--- config.mk ---
export PLATFORM = sky130hd
export DESIGN_NAME = softmax_frame_buffer
export DESIGN_NICKNAME = d
export VERILOG_FILES = /design/src/rtl/softmax_frame_buffer.sv
export SDC_FILE = /design/constraint.sdc
export NUM_CORES = 1
export LEC_CHECK = 0
export ABC_AREA = 1
export CORE_UTILIZATION = 55
export DETAILED_ROUTE_END_ITERATION = 16
export GPL_TIMING_DRIVEN = 0
export HOLD_SLACK_MARGIN = 0.1
export PLACE_DENSITY = 0.76
export SYNTH_ARGS = -nofsm -noshare
export SYNTH_HDL_FRONTEND = slang
export SYNTH_SLANG_ARGS = --single-unit
--- constraint.sdc ---
create_clock -name clock_i -period 7 [get_ports clock_i]
set_clock_uncertainty 0.15 [all_clocks]
set_input_delay 1.4 -clock clock_i [delete_from_list [all_inputs] [get_ports clock_i]]
set_output_delay 1.4 -clock clock_i [all_outputs]
set_load 0.03 [all_outputs]
--- src/rtl/softmax_frame_buffer.sv ---
// Frame buffer for the softmax datapath: captures NUM_DATA logits, tracks their maximum, then replays them with valid/ready.
// Optional macro SOFTMAX_BUF_MAX_EN builds the max comparator; when it is undefined, max_o is tied to 0.
//
// state  | meaning
// IDLE   | waiting for start_i; max_o holds the previous frame's maximum
// LOAD   | writing incoming words into mem, tracking the running maximum
// REPLAY | presenting mem[rd_ptr] downstream, advancing on each transfer
module softmax_frame_buffer #(
   parameter int DATA_WIDTH = 32,
   parameter int NUM_DATA   = 10,
   localparam int ADDR_WIDTH = $clog2(NUM_DATA)
) (
   input  logic                  clock_i,
   input  logic                  reset_i,
   input  logic                  start_i,
   input  logic                  data_valid_i,
   input  logic [DATA_WIDTH-1:0] data_i,
   output logic                  busy_o,
   output logic                  max_valid_o,
   output logic [DATA_WIDTH-1:0] max_o,
   output logic                  data_valid_o,
   input  logic                  data_ready_i,
   output logic [DATA_WIDTH-1:0] data_o,
   output logic [ADDR_WIDTH-1:0] index_o,
   output logic                  last_o
);

   typedef enum logic [1:0] {IDLE, LOAD, REPLAY} state_t;

   localparam logic [ADDR_WIDTH-1:0] LAST_IDX = ADDR_WIDTH'(NUM_DATA - 1);
   localparam logic [ADDR_WIDTH-1:0] ONE_IDX  = ADDR_WIDTH'(1);

   state_t                state_q, state_d;
   logic [ADDR_WIDTH-1:0] wr_cnt_q, rd_ptr_q, wr_idx;
   logic                  wr_en, xfer, max_valid_q;
   logic [DATA_WIDTH-1:0] mem [0:NUM_DATA-1];

   always_comb begin
      state_d = state_q;
      wr_en   = 1'b0;
      wr_idx  = wr_cnt_q;
      xfer    = 1'b0;
      case (state_q)
         IDLE: begin
            if (start_i) begin
               state_d = LOAD;
               wr_idx  = '0;
               wr_en   = data_valid_i;
            end
         end
         LOAD: begin
            wr_en = data_valid_i;
            if (data_valid_i && (wr_cnt_q == LAST_IDX)) state_d = REPLAY;
         end
         REPLAY: begin
            xfer = data_ready_i;
            if (data_ready_i && (rd_ptr_q == LAST_IDX)) state_d = IDLE;
         end
         default: state_d = IDLE;
      endcase
   end

   always_ff @(posedge clock_i or posedge reset_i) begin
      if (reset_i) begin
         state_q     <= IDLE;
         wr_cnt_q    <= '0;
         rd_ptr_q    <= '0;
         max_valid_q <= 1'b0;
      end else begin
         state_q     <= state_d;
         max_valid_q <= (state_q == LOAD) && (state_d == REPLAY);
         if ((state_q == IDLE) && start_i)
            wr_cnt_q <= data_valid_i ? ONE_IDX : '0;
         else if ((state_q == LOAD) && data_valid_i)
            wr_cnt_q <= (wr_cnt_q == LAST_IDX) ? '0 : wr_cnt_q + ONE_IDX;
         if (xfer)
            rd_ptr_q <= (rd_ptr_q == LAST_IDX) ? '0 : rd_ptr_q + ONE_IDX;
      end
   end

   // Storage is never reset; a discarded partial frame is simply overwritten.
   always_ff @(posedge clock_i) begin
      if (wr_en) mem[wr_idx] <= data_i;
   end

`ifdef SOFTMAX_BUF_MAX_EN
   logic [DATA_WIDTH-1:0] max_q;

   // Sign-magnitude compare; +0 and -0 are equal so neither displaces the other.
   function automatic logic is_greater(input logic [DATA_WIDTH-1:0] a, input logic [DATA_WIDTH-1:0] b);
      logic [DATA_WIDTH-2:0] mag_a, mag_b;
      mag_a = a[DATA_WIDTH-2:0];
      mag_b = b[DATA_WIDTH-2:0];
      if ((mag_a == '0) && (mag_b == '0)) return 1'b0;
      if (a[DATA_WIDTH-1] != b[DATA_WIDTH-1]) return b[DATA_WIDTH-1];
      if (!a[DATA_WIDTH-1]) return mag_a > mag_b;
      return mag_a < mag_b;
   endfunction

   always_ff @(posedge clock_i or posedge reset_i) begin
      if (reset_i)
         max_q <= '0;
      else if (wr_en && ((wr_idx == '0) || is_greater(data_i, max_q)))
         max_q <= data_i;
   end

   assign max_o = max_q;
`else
   assign max_o = '0;
`endif

   assign busy_o       = (state_q != IDLE);
   assign max_valid_o  = max_valid_q;
   assign data_valid_o = (state_q == REPLAY);
   assign data_o       = (state_q == REPLAY) ? mem[rd_ptr_q] : '0;
   assign index_o      = (state_q == REPLAY) ? rd_ptr_q : '0;
   assign last_o       = (state_q == REPLAY) && (rd_ptr_q == LAST_IDX);

endmodule
**Run 1: routed clock nets over the placement**

The bar under the picture is 50 um long.
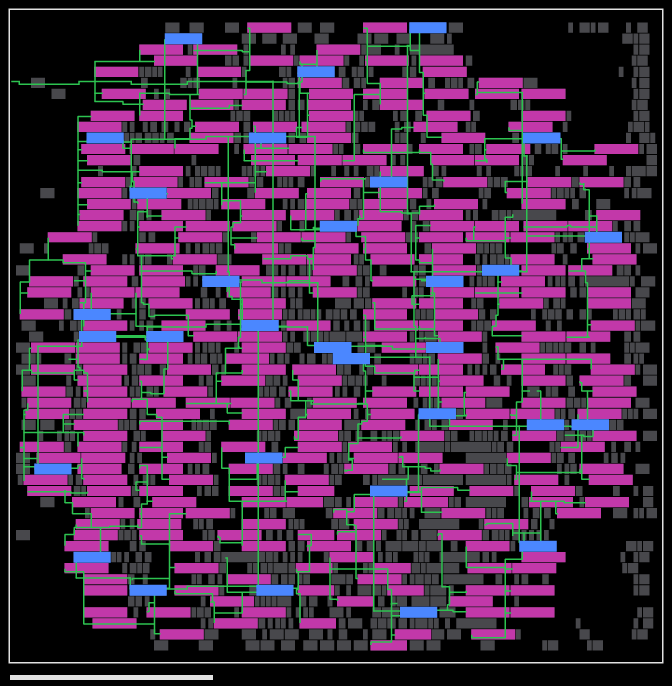
[clock-net drivers] blue | count: 31
[clock wires] green | length: 3,450 um
[flip-flops] magenta | count: 331
routed clock nets: 32
flops lie: all over the die
Worst-Skew Late Latency: 560 ps
Clk pwr share: 29.5%
Clk power: 0.00170 W

**Run 1: wiring by layer**

The bar under the picture is 50 um long.
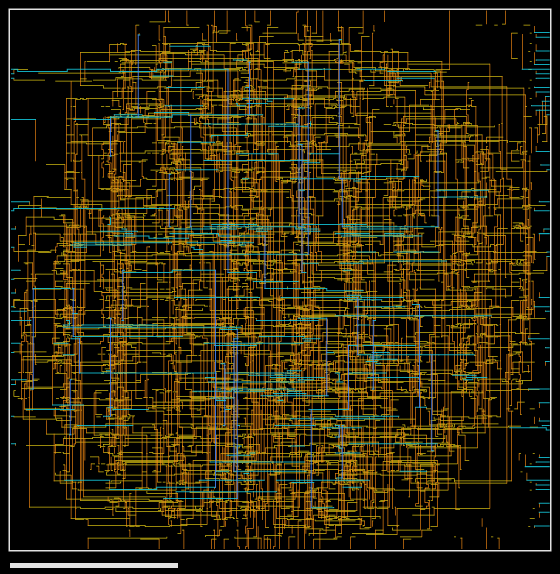
[M2] orange | wire length: 15,800 um
[M3] cyan | wire length: 2,390 um
[M1] yellow | wire length: 12,600 um
[M4] blue | wire length: 867 um
final wirelength: 31,600 um
vias: 9,240
drt wl/cell: 18.5 um
GRT Total Usage: 25.0%

**Run 1: placed cells, one color a class**

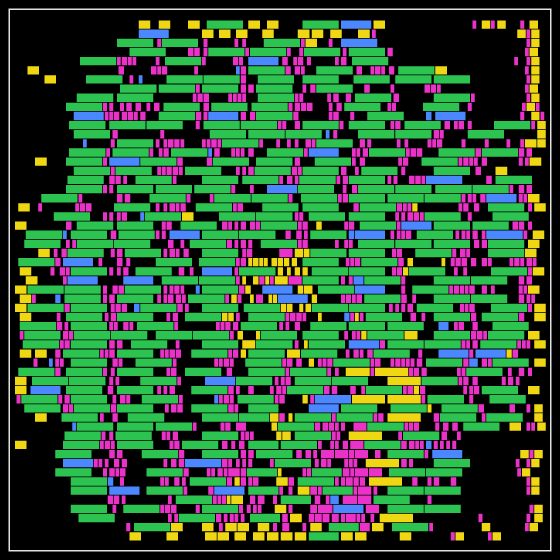
[remaining logic cells] magenta | cells: 821
[clock drivers and dummy loads] blue | cells: 58
[sequential cells] green | cells: 331
[remaining buffers and delay cells] yellow | cells: 178
flop share of the area: 59.8%
Cell Rows: 57
core area: 0.0245 mm2
Final Cell Area: 0.0165 mm2
Final Util: 67.3%

==> out/qor.yml, run 1 <==
outcome:
  status: "complete, no violations"
critical_path:
  cp_common_cell: "inv_1"
  rr_endpoint: "mem[7][19]"
  crit_path_end_kind: "primary output"
  start_kind: "register"
  critPathKind: "register to primary output"
  cp-endpoint: "data_o[25]"
  cp.depth: 7
  cp_top_family: "buffers and inverters"
  critPathMaxFanout: 10
run:
  drv_cap: 0
final_timing:
  period_used_pct: 65.2
  relSlewSlack_pct: 51.1
  setup_violations: 0
  hold_viol: 0
  timing.final.crit_period_ps: 4560
  worst_pin_slew_ps: 734
clock_network:
  cts.clk_slew.worst_paths_ps: 60
  tritoncts.num_buffers: 31
  clockRootBuffer: "clkbuf_16"
  htree_levels: 1
  clockBufferDepth: 3
power_and_ir_drop:
  power.total_w: 0.00578
yosys:
  area_leaders: "edfxtp_1 69%, nand2_1 7.4%, nand3_1 6.1%, a21oi_1 4.7%, inv_1 4.7%"
  synth_cells: 1213
  async_flop_share_pct: 3.32
  synth_flops: 331
  yosys.area.top_type_share_pct: 69.3
  yosysWarnings: 0
  yosys-stat-area_mm2: 0.0139
  ys_top_cells_by_count: "320 x edfxtp_1, 273 x nand2_1, 172 x inv_1, 168 x nand3_1, 130 x a21oi_1"
  post-synth-top-count-cell: "edfxtp_1"
worst_hold_path:
  hold_class: "register to register"
  hold_path_depth: 3
  worstHoldEndpoint: "max_valid_o"
cells_and_area:
  layout-drive-gt1-share_pct: 10.6
  antenna_cells: 0
  nets: 1402
  fin_cells: 1712
placed_design:
  dp_cells: 1654
  postPlaceCellArea_mm2: 0.0155
  dpl.hpwl_um: 20500
  portBuffers: 76
floorplanning:
  die_w_um: 161
  ios: 109
route:
  drc: 0
  first_pass_iters: 6
global_routing:
  antenna_found_initial: 0
  grt_pass1_wl_um: 49200
  overflow: 0
## run 1: state kept, by name (all words and copies together) (netlist names)
signal,flops
mem,320
rd_ptr_q,4
wr_cnt_q,4
state_q,2
max_valid_o,1
## run 1: area by class of cell
type / count / area (um2) / area share [%]
timing repair buffer: 86 / 1030 / 6.23
sequential: 331 / 9880 / 59.8
clock buffer: 36 / 795 / 4.81
clock inverter: 22 / 240 / 1.45
multi-input combinational: 646 / 2960 / 17.9
inverter: 175 / 659 / 3.99
buffer: 92 / 552 / 3.34
tap: 324 / 405 / 2.45
## run 1: layout by cell type, fill, tap and decap left out, drive strengths merged, types with 3 or more instances in the layout
| cell type | count |
|---|---|
| edfxtp | 320 |
| nand2 | 273 |
| inv | 176 |
| nand3 | 169 |
| a21oi | 130 |
| buf | 85 |
| clkdlybuf4s50 | 76 |
| clkbuf | 53 |
| conb | 32 |
| nor2 | 23 |
| clkinv | 14 |
| dfrtp | 11 |
| nand4 | 5 |
| bufinv | 5 |
| o21ai | 5 |
| o22ai | 3 |
## run 1: where the power goes
part	total (W)	internal (W)	switching [W]
clock network	0.00170	0.000995	0.000709
registers	0.00248	0.00242	0.0000612
logic	0.00160	0.000487	0.00111
## run 1: logic make-up (layout without fill, tap and decap cells)
| group | Yosys count | after routing | share of synthesized area, % |
|---|---|---|---|
| and+or+nand+nor | 471 | 471 | 14.5 |
| AOI/OAI and AO/OA | 138 | 138 | 5.01 |
| adders and majority gates | 2 | 2 | 0.181 |
| other | 1 | 32 | 0.0271 |
| DFF | 331 | 331 | 71.3 |
| xor gates and xnor gates | 3 | 3 | 0.190 |
| buffers and inverters | 267 | 411 | 8.74 |
## run 1: layer usage
layer	routed length [um]	global-route usage, %
met1	12600	32.8
met2	15800	42.5
met5	0	0
met4	866	9.01
met3	2390	3.80
==> inputs of run 2 (changes only) <==
Settings changed: CORE_UTILIZATION 55 to 53.
Clock period 7 ns to 4.1 ns, I/O delays scaled along.
**Run 2: wiring by layer**

The bar under the picture is 50 um long.
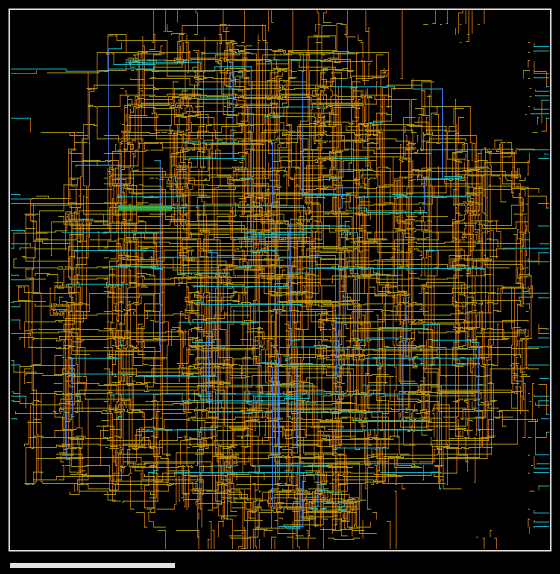
[M4] blue | wire length: 1,080 um
[M3] cyan | wire length: 2,340 um
[M5] green | wire length: 14.7 um
[M1] yellow | wire length: 12,600 um
[M2] orange | wire length: 15,800 um
GRT Total Usage: 24.7%
final wirelength: 31,800 um

**Run 2: routing congestion**

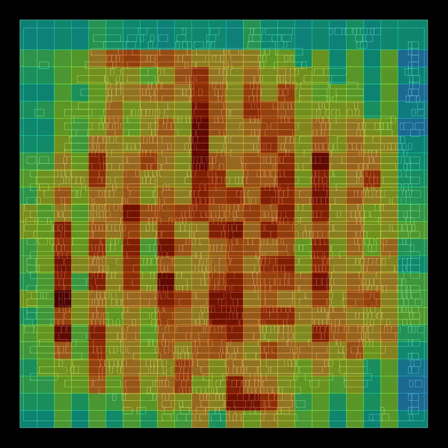
met1 Track Usage GR: 31.3%
met3 usage: 3.18%
drt wl/cell: 18.5 um

==> out/qor.yml, run 2 <==
critical_path:
  critPathMaxFanout: 10
yosys:
  area_leaders: "edfxtp_1 69%, nand2_1 7.4%, nand3_1 6.1%, a21oi_1 4.7%, inv_1 4.7%"
  yosys.area.top_type_share_pct: 69.3
  synth_cells: 1213
  logic_family: "simple AND/OR/NAND/NOR gates"
  ys_top_cells_by_count: "320 x edfxtp_1, 273 x nand2_1, 172 x inv_1, 168 x nand3_1, 130 x a21oi_1"
  yosys-stat-area_mm2: 0.0139
  ys_sh_mux_pct: 0
  ys_sh_aoi_pct: 5.01
global_routing:
  antenna_found_initial: 1
  busiest_layer: "met2"
  grt_pass1_wl_um: 48900
  overflow: 0
outcome:
  status: "complete, no violations"
route:
  drc: 0
  dr.max_layer_used: "met5"
  first_pass_iters: 5
  dr_wl_met3_um: 2340
  vias: 9159
  drt-met1-wl_um: 12600
clock_network:
  tritoncts.num_buffers: 34
  cts.clk_slew.worst_paths_ps: 60
  htree_levels: 2
  clockRootBuffer: "clkbuf_16"
power_and_ir_drop:
  p_switching_w: 0.00320
  swShare_pct: 32.5
  power.total_w: 0.00985
placed_design:
  dpl.hpwl_um: 20100
  postPlaceCellArea_mm2: 0.0154
cells_and_area:
  finish.utilization_pct: 64.9
  largest_register: "mem"
floorplanning:
  rows: 58
  die_w_um: 164
final_timing:
  period_used_pct: 95.5
  relSlewSlack_pct: 47.7
  hold_viol: 0
worst_hold_path:
  hold_class: "register to register"
run:
  drv_cap: 0
-- run 2: cell counts after synthesis --
No cell type changed its count.
-- run 2: worst paths after layout --
path,startpoint,cells after the start,to
max,rd_ptr_q[3],7,data_o[15]
min,state_q[1],3,max_valid_o
max reg2reg,state_q[0],6,mem[4][10]
min reg2reg,state_q[1],3,max_valid_o
max in group asynchronous,reset_i,2,rd_ptr_q[2]
min in group asynchronous,reset_i,2,max_valid_o
-- run 2: layout make-up --
type	count	area, um2
sequential	331	9880
fill	1862	8920
multi-input combinational	646	2960
timing repair buffer	86	961
clock buffer	42	922
inverter	175	659
buffer	92	552
tap	330	413
clock inverter	16	128
-- run 2: per-stage QoR --
stage	setup slack, ps	setup TNS (ps)
3_3_place_gp	-1010	-284180
4_1_cts	240	0
5_1_grt	108	0
6_report	183	0
2_1_floorplan	839	0
3_5_place_dp	674	0
-- run 2: kinds of logic after synthesis --
family          after synthesis
compound gates              138
simple gates                471
flops                       331
fa+ha+maj                     2
other cells                   1
buf+inv                     267
xor+xnor                      3
-- run 2: power groups by stage --
stage | Combinational (W) | Clock (W) | Sequential [W]
after global routing | 0.00295 | 0.00308 | 0.00425
final | 0.00270 | 0.00293 | 0.00423
after detailed placement | 0.00267 | 0 | 0.00430
after floorplan | 0.00170 | 0 | 0.00429
after CTS | 0.00268 | 0.00295 | 0.00423
after global placement | 0.00246 | 0 | 0.00432
-- run 2: worst min-delay path: cells and delay by family, from the launching register on --
family        cells  cell delay (ps)
simple gates      2              130
flops             1              330
buf+inv           1               70
==> inputs of run 3 (changes only) <==
Settings changed: ABC_CLOCK_PERIOD_IN_PS set to 4100.
**Run 3: placed cells, one color a class**

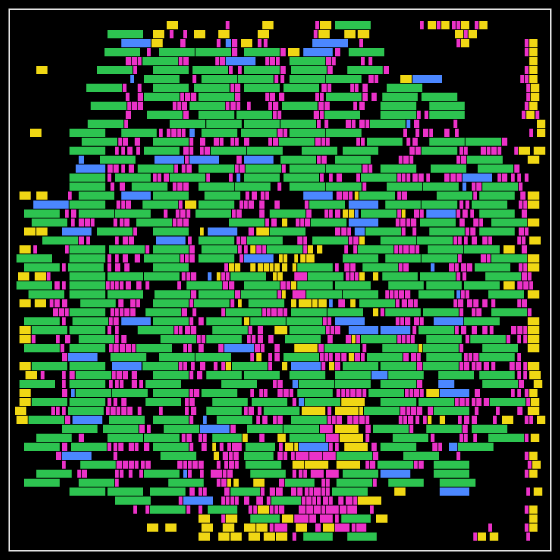
[sequential cells] green | cells: 331
[clock drivers and dummy loads] blue | cells: 58
[remaining buffers and delay cells] yellow | cells: 178
[remaining logic cells] magenta | cells: 821

**Run 3: wiring by layer**

The bar under the picture is 50 um long.
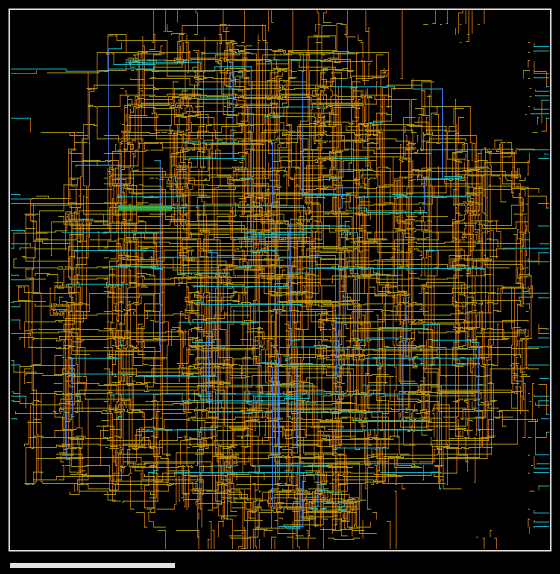
[M5] green | wire length: 14.7 um
[M2] orange | wire length: 15,800 um
[M3] cyan | wire length: 2,340 um
[M4] blue | wire length: 1,080 um
[M1] yellow | wire length: 12,600 um
vias: 9,159

==> out/qor.yml, run 3 <==
critical_path:
  critPathMaxFanout: 10
  cp_common_cell: "inv_1"
  crit_path_end_kind: "primary output"
  cp-endpoint: "data_o[15]"
  worstReg2RegStart: "state_q[0]"
  cp_top_family: "buffers and inverters"
outcome:
  status: "complete, no violations"
cells_and_area:
  antenna_cells: 0
  fin_cells: 1718
  layout-drive-gt1-share_pct: 10.5
  fill_cells: 1862
clock_network:
  clockBufferDepth: 3
  clockRootBuffer: "clkbuf_16"
  cts.clk_slew.worst_paths_ps: 60
placed_design:
  dp_cells: 1660
  dpl.hpwl_um: 20100
final_timing:
  setup_violations: 0
  worst_pin_slew_ps: 785
  relSlewSlack_pct: 47.7
power_and_ir_drop:
  maxPowerGroup: "registers"
  powerComb_w: 0.00270
route:
  wl_per_cell_um: 18.5
floorplanning:
  die_w_um: 164
yosys:
  synth_flops: 331
global_routing:
  overflow: 0
## run 3: cell counts after synthesis
No cell type changed its count.
## run 3: layout make-up
cell class | instances | area (um2) | area share (%)
Clock inverter | 16 | 128 | 0.775
Buffer | 92 | 552 | 3.35
Tap cell | 330 | 413 | 2.51
Clock buffer | 42 | 922 | 5.60
Sequential cell | 331 | 9880 | 60.0
Timing Repair Buffer | 86 | 961 | 5.83
Multi-Input combinational cell | 646 | 2960 | 17.9
Inverter | 175 | 659 | 4.00
## run 3: metrics by stage
stage / power [W] / hold WS (ps)
after global placement: 0.00678 / 401
after floorplan: 0.00599 / 382
after global routing: 0.0103 / 471
after CTS: 0.00986 / 416
final: 0.00985 / 418
after detailed placement: 0.00696 / 405
## run 3: worst reg2reg max path, stage by stage (launching register included)
cell     delay, ps
dfrtp_1        440
inv_1          120
nand3_1        250
nand2_1        170
nand4_1        420
nor2_4         610
buf_12         260
## run 3: cell families after synthesis
logic type,share of synthesized area [%]
buf+inv,8.74
other cells,0.0271
flops,71.3
xor+xnor,0.190
compound gates,5.01
simple gates,14.5
fa+ha+maj,0.181
## run 3: how the worst min path moves through the flow
stage	start	end	slack, ps	cells after the start
3_3_place_gp	state_q[1]	state_q[0]	400	3
2_1_floorplan	state_q[1]	max_valid_o	380	3
5_1_grt	state_q[1]	max_valid_o	470	3
4_1_cts	state_q[1]	max_valid_o	420	3
6_report	state_q[1]	max_valid_o	420	3
3_5_place_dp	state_q[1]	max_valid_o	410	3
## run 3: per-layer routing
| metal | track usage, % | up-vias | wire length (um) |
|---|---|---|---|
| met4 | 10.2 | 2 | 1080 |
| met1 | 31.3 | 4310 | 12600 |
| met2 | 42.9 | 422 | 15800 |
| met5 | 0 | - | 14 |
| met3 | 3.18 | 86 | 2340 |
| li1 | - | 4339 | - |
Power figures rest on the tool's default switching activity, not on a simulated workload.
